==> run_1/logic_types.png <==
(4 px per um)
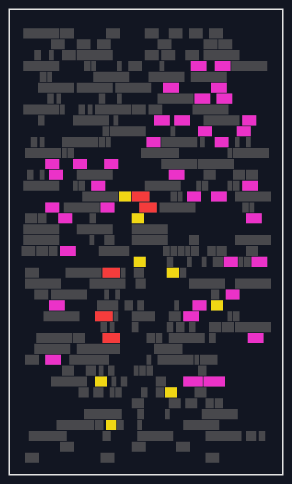
==> run_1/clocks.png <==
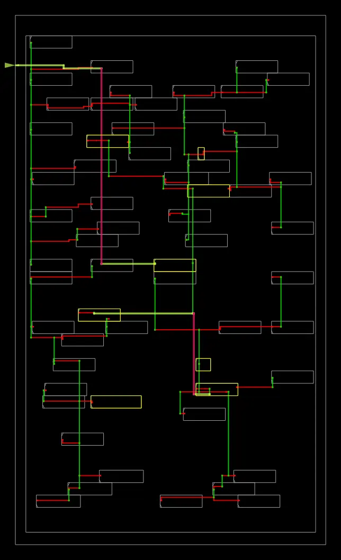
==> run_1/wires.png <==
(4 px per um)
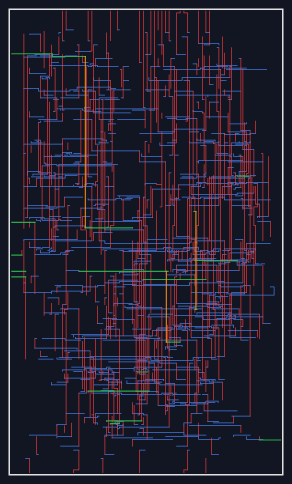
==> run_1/io_fan.png <==
(6 px per um)
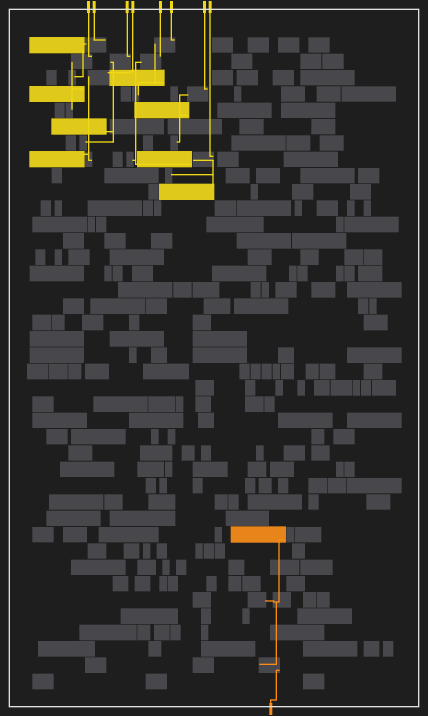
==> config.mk <==
export PLATFORM = sky130hd
export DESIGN_NAME = spi_slave_shifter
export DESIGN_NICKNAME = d
export VERILOG_FILES = /design/src/rtl/spi_pkg.sv /design/src/rtl/spi_sync_edge.sv /design/src/rtl/spi_slave_shifter.sv
export SDC_FILE = /design/constraint.sdc
export NUM_CORES = 1
export LEC_CHECK = 0
export ABC_CLOCK_PERIOD_IN_PS = 3800
export CELL_PAD_IN_SITES_DETAIL_PLACEMENT = 0
export CELL_PAD_IN_SITES_GLOBAL_PLACEMENT = 2
export CORE_AREA = 2 2 66 114
export DETAILED_ROUTE_END_ITERATION = 8
export DIE_AREA = 0 0 68 116
export PLACE_DENSITY_LB_ADDON = 0.12
export SYNTH_ARGS = -nofsm -noshare
export SYNTH_HDL_FRONTEND = slang
export SYNTH_SLANG_ARGS = --single-unit
==> constraint.sdc <==
create_clock -name PCLK -period 3.8 [get_ports PCLK]
set_input_delay 0.57 -clock PCLK [delete_from_list [all_inputs] [get_ports PCLK]]
set_output_delay 0.57 -clock PCLK [all_outputs]
set_load 0.03 [all_outputs]
==> impl_metrics.env, run 1 <==
# flow metrics
export IMPL_yosysMostFrequentCell="dfrtp_1"
export IMPL_powerClk_mw=0.520
export IMPL_routed_wl_met3_um=134
export IMPL_clk_share=0.0524
export IMPL_yosys_area_share_xor_xnor=0.0135
export IMPL_preCtsSetupSlack_ns=1.08
export IMPL_maxSlewHeadroom=0.430
export IMPL_p_sw_mw=0.945
export IMPL_clkSlewWorstSetupHoldPaths_ns=0.07
export IMPL_viasPerCell=5.40
export IMPL_tns_ns=0
export IMPL_core_um2=6910
export IMPL_cap_viol_max_count=0
export IMPL_ys_types=52
export IMPL_synth_stat_cells=240
export IMPL_fp_nets=263
export IMPL_power_total_mw=2.50
export IMPL_min_delay_path_depth=0
export IMPL_status="finished clean"
export IMPL_row_count=40
export IMPL_pwr_share_comb=0.399
export IMPL_internal_power_mw=1.56
export IMPL_edf_count=0
export IMPL_cts_hold_buffers=0
export IMPL_seq_share=0.416
export IMPL_drt_pass1_iter_count=4
export IMPL_cts_root_buffer="clkbuf_16"
export IMPL_htree_levels=2
export IMPL_grt_setup_unrepaired="no"
export IMPL_grt_max_degree=54
export IMPL_vdd_drop_max_mv=0.400
export IMPL_cp_depth=5
export IMPL_crit_buf_inv=0
export IMPL_top_layer_used="met4"
export IMPL_required_ns=3.94
export IMPL_drv_slew=0
export IMPL_largest_class="sequential cells"
export IMPL_powerComb_mw=0.998
export IMPL_grt_use_met3=0.0291
export IMPL_grt_pass1_vias=1972
export IMPL_flop_cell="dfrtp_1"
export IMPL_ys_flops=53
export IMPL_grt_busiest_layer="met2"
export IMPL_seqPwrFrac=0.394
export IMPL_worstPathArrival_ns=2.57
export IMPL_hp_class="reg -> reg"
export IMPL_fin_ws_ns=1.37
export IMPL_top_logic_kind="AND-OR/OR-AND gates"
export IMPL_worstRegToRegCells=5
export IMPL_seq_area_frac_synth=0.494
export IMPL_crit_chain="xnor2_4 > mux2i_2 > nor2_1 > a221oi_1 > a21oi_1"
export IMPL_antenna_cells=0
export IMPL_worstSetupStartpointType="register"
export IMPL_synth_compound_area_share=0.163
export IMPL_finalClockPeriodUsage=0.638
export IMPL_ctsResizeCount=0
export IMPL_dpl_cell_count=345
export IMPL_fin_skew_ns=0.00667
export IMPL_top_area_frac=0.455
export IMPL_synth_cells=240
export IMPL_top_power_group="combinational cells"
export IMPL_simple_gate_share=0.118
export IMPL_inv_count=5
export IMPL_critPathMaxFanout=11
export IMPL_ys_sh_mux=0.149
export IMPL_nFillCells=697
export IMPL_grt_pass1_wl_um=10200
export IMPL_yosysChipArea_um2=2690
export IMPL_fp_dieW_um=68
export IMPL_p_per_area_nw_per_um2=783
export IMPL_dpl_cell_area_um2=3030
export IMPL_cts_setup_buffers=0
export IMPL_min_period_ns=2.43
export IMPL_area_growth_pct=18.8
Back to the opening pictures, logic_types.png:
[magenta] mux cells | cells: 37
[red] fa/ha/maj cells | cells: 5
[yellow] non-inverting ao/oa cells | cells: 8
Comb area share: 0.393
most frequent logic cell in the layout: dfrtp_1
Post-Layout Cell Count: 353

Back to the opening pictures, clocks.png:
cts bufs inserted: 5
clk latency late pin: 0.29 ns
Layout clock buffers: 6
clock sink count: 53

Back to the opening pictures, wires.png:
[red] metal 2 | wire length: 3580 um
[blue] metal 1 | wire length: 2410 um
[green] metal 3 | wire length: 135 um
[orange] metal 4 | wire length: 85.0 um
final WL: 6210 um
gr usage total: 0.176
wire per inst: 17.6 um
via count: 1907

Back to the opening pictures, io_fan.png:
[yellow] rx_data_o | bits: 8 | direction: output | edge: north | end cells: 8 | buffers: 8 | wire: 205 um
[orange] miso_o | bits: 1 | direction: output | edge: south | end cells: 1 | buffers: 1 | wire: 33.9 um
port bufs: 30
I/O pin count: 31

==> inputs of run 2 (changes only) <==
ABC_CLOCK_PERIOD_IN_PS = 2400   (was 3800)
CORE_AREA = 2 2 68 118   (was 2 2 66 114)
DIE_AREA = 0 0 70 120   (was 0 0 68 116)
clock period = 2.4 ns   (was 3.8 ns; I/O delays follow)
==> run_2/wires.png <==
(4 px per um)
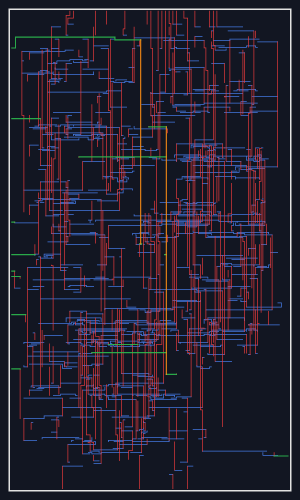
[red] metal 2 | wire length: 3510 um
[orange] metal 4 | wire length: 113 um
[blue] metal 1 | wire length: 2470 um
[green] metal 3 | wire length: 116 um
via count: 1903
wire per inst: 17.1 um
gr usage total: 0.164

==> run 2 against run 1 <==
Net effect: hold slack worse by 0.16 ns; first-iteration DRC count fell by 23%; sequential power grew 52%; clock power is 33% higher; sequential share of layout area fell by 0.43 points; non-clock buffer count up 6; maximum frequency rose by 19%; global-route usage shrank 1.2 points; cell count grew 2.8%; critical path depth grew 2; core utilization fell by 3.0 points; routed wire length is essentially flat.
==> impl_metrics.env, run 2 <==
# flow metrics
export IMPL_grt_max_degree=54
export IMPL_yosysMostFrequentCell="dfrtp_1"
export IMPL_ys_flops=53
export IMPL_status="finished clean"
export IMPL_yosys_area_share_xor_xnor=0.0135
export IMPL_drt_pass1_iter_count=4
export IMPL_fin_ws_ns=0.364
export IMPL_worstPathArrival_ns=2.27
export IMPL_p_per_area_nw_per_um2=1210
export IMPL_crit_buf_inv=2
export IMPL_internal_power_mw=2.41
export IMPL_dpl_cell_count=355
export IMPL_routed_wl_met3_um=116
export IMPL_cts_hold_buffers=0
export IMPL_grt_setup_unrepaired="no"
export IMPL_antenna_cells=0
export IMPL_p_sw_mw=1.49
export IMPL_viasPerCell=5.24
export IMPL_grt_busiest_layer="met2"
export IMPL_synth_cells=240
export IMPL_yosysChipArea_um2=2690
export IMPL_area_growth_pct=20.0
export IMPL_cts_buffers=5
export IMPL_clk_share=0.0430
export IMPL_vdd_drop_max_mv=0.481
export IMPL_nClkBuffers=6
export IMPL_critPathMaxFanout=6
export IMPL_maxSlewHeadroom=0.546
export IMPL_ios=31
export IMPL_crit_chain="inv_1 > ha_1 > inv_1 > or3_1 > a31oi_2 > o2bb2ai_1 > mux2_1"
export IMPL_top_area_frac=0.455
export IMPL_largest_class="sequential cells"
export IMPL_seq_area_frac_synth=0.494
export IMPL_inv_count=5
export IMPL_lay_top_count="dfrtp_1"
export IMPL_synth_stat_cells=240
export IMPL_power_total_mw=3.90
export IMPL_cp_depth=7
export IMPL_powerComb_mw=1.71
export IMPL_comb_area_frac=0.389
export IMPL_required_ns=2.63
export IMPL_seqPwrFrac=0.384
export IMPL_fp_nets=263
export IMPL_top_layer_used="met4"
export IMPL_insertion_delay_ns=0.29
export IMPL_nFillCells=772
export IMPL_pwr_share_comb=0.439
export IMPL_flop_cell="dfrtp_1"
export IMPL_seq_share=0.412
export IMPL_clkSinkCount=53
export IMPL_top_power_group="combinational cells"
export IMPL_row_count=42
Power and IR drop assume default switching activity.
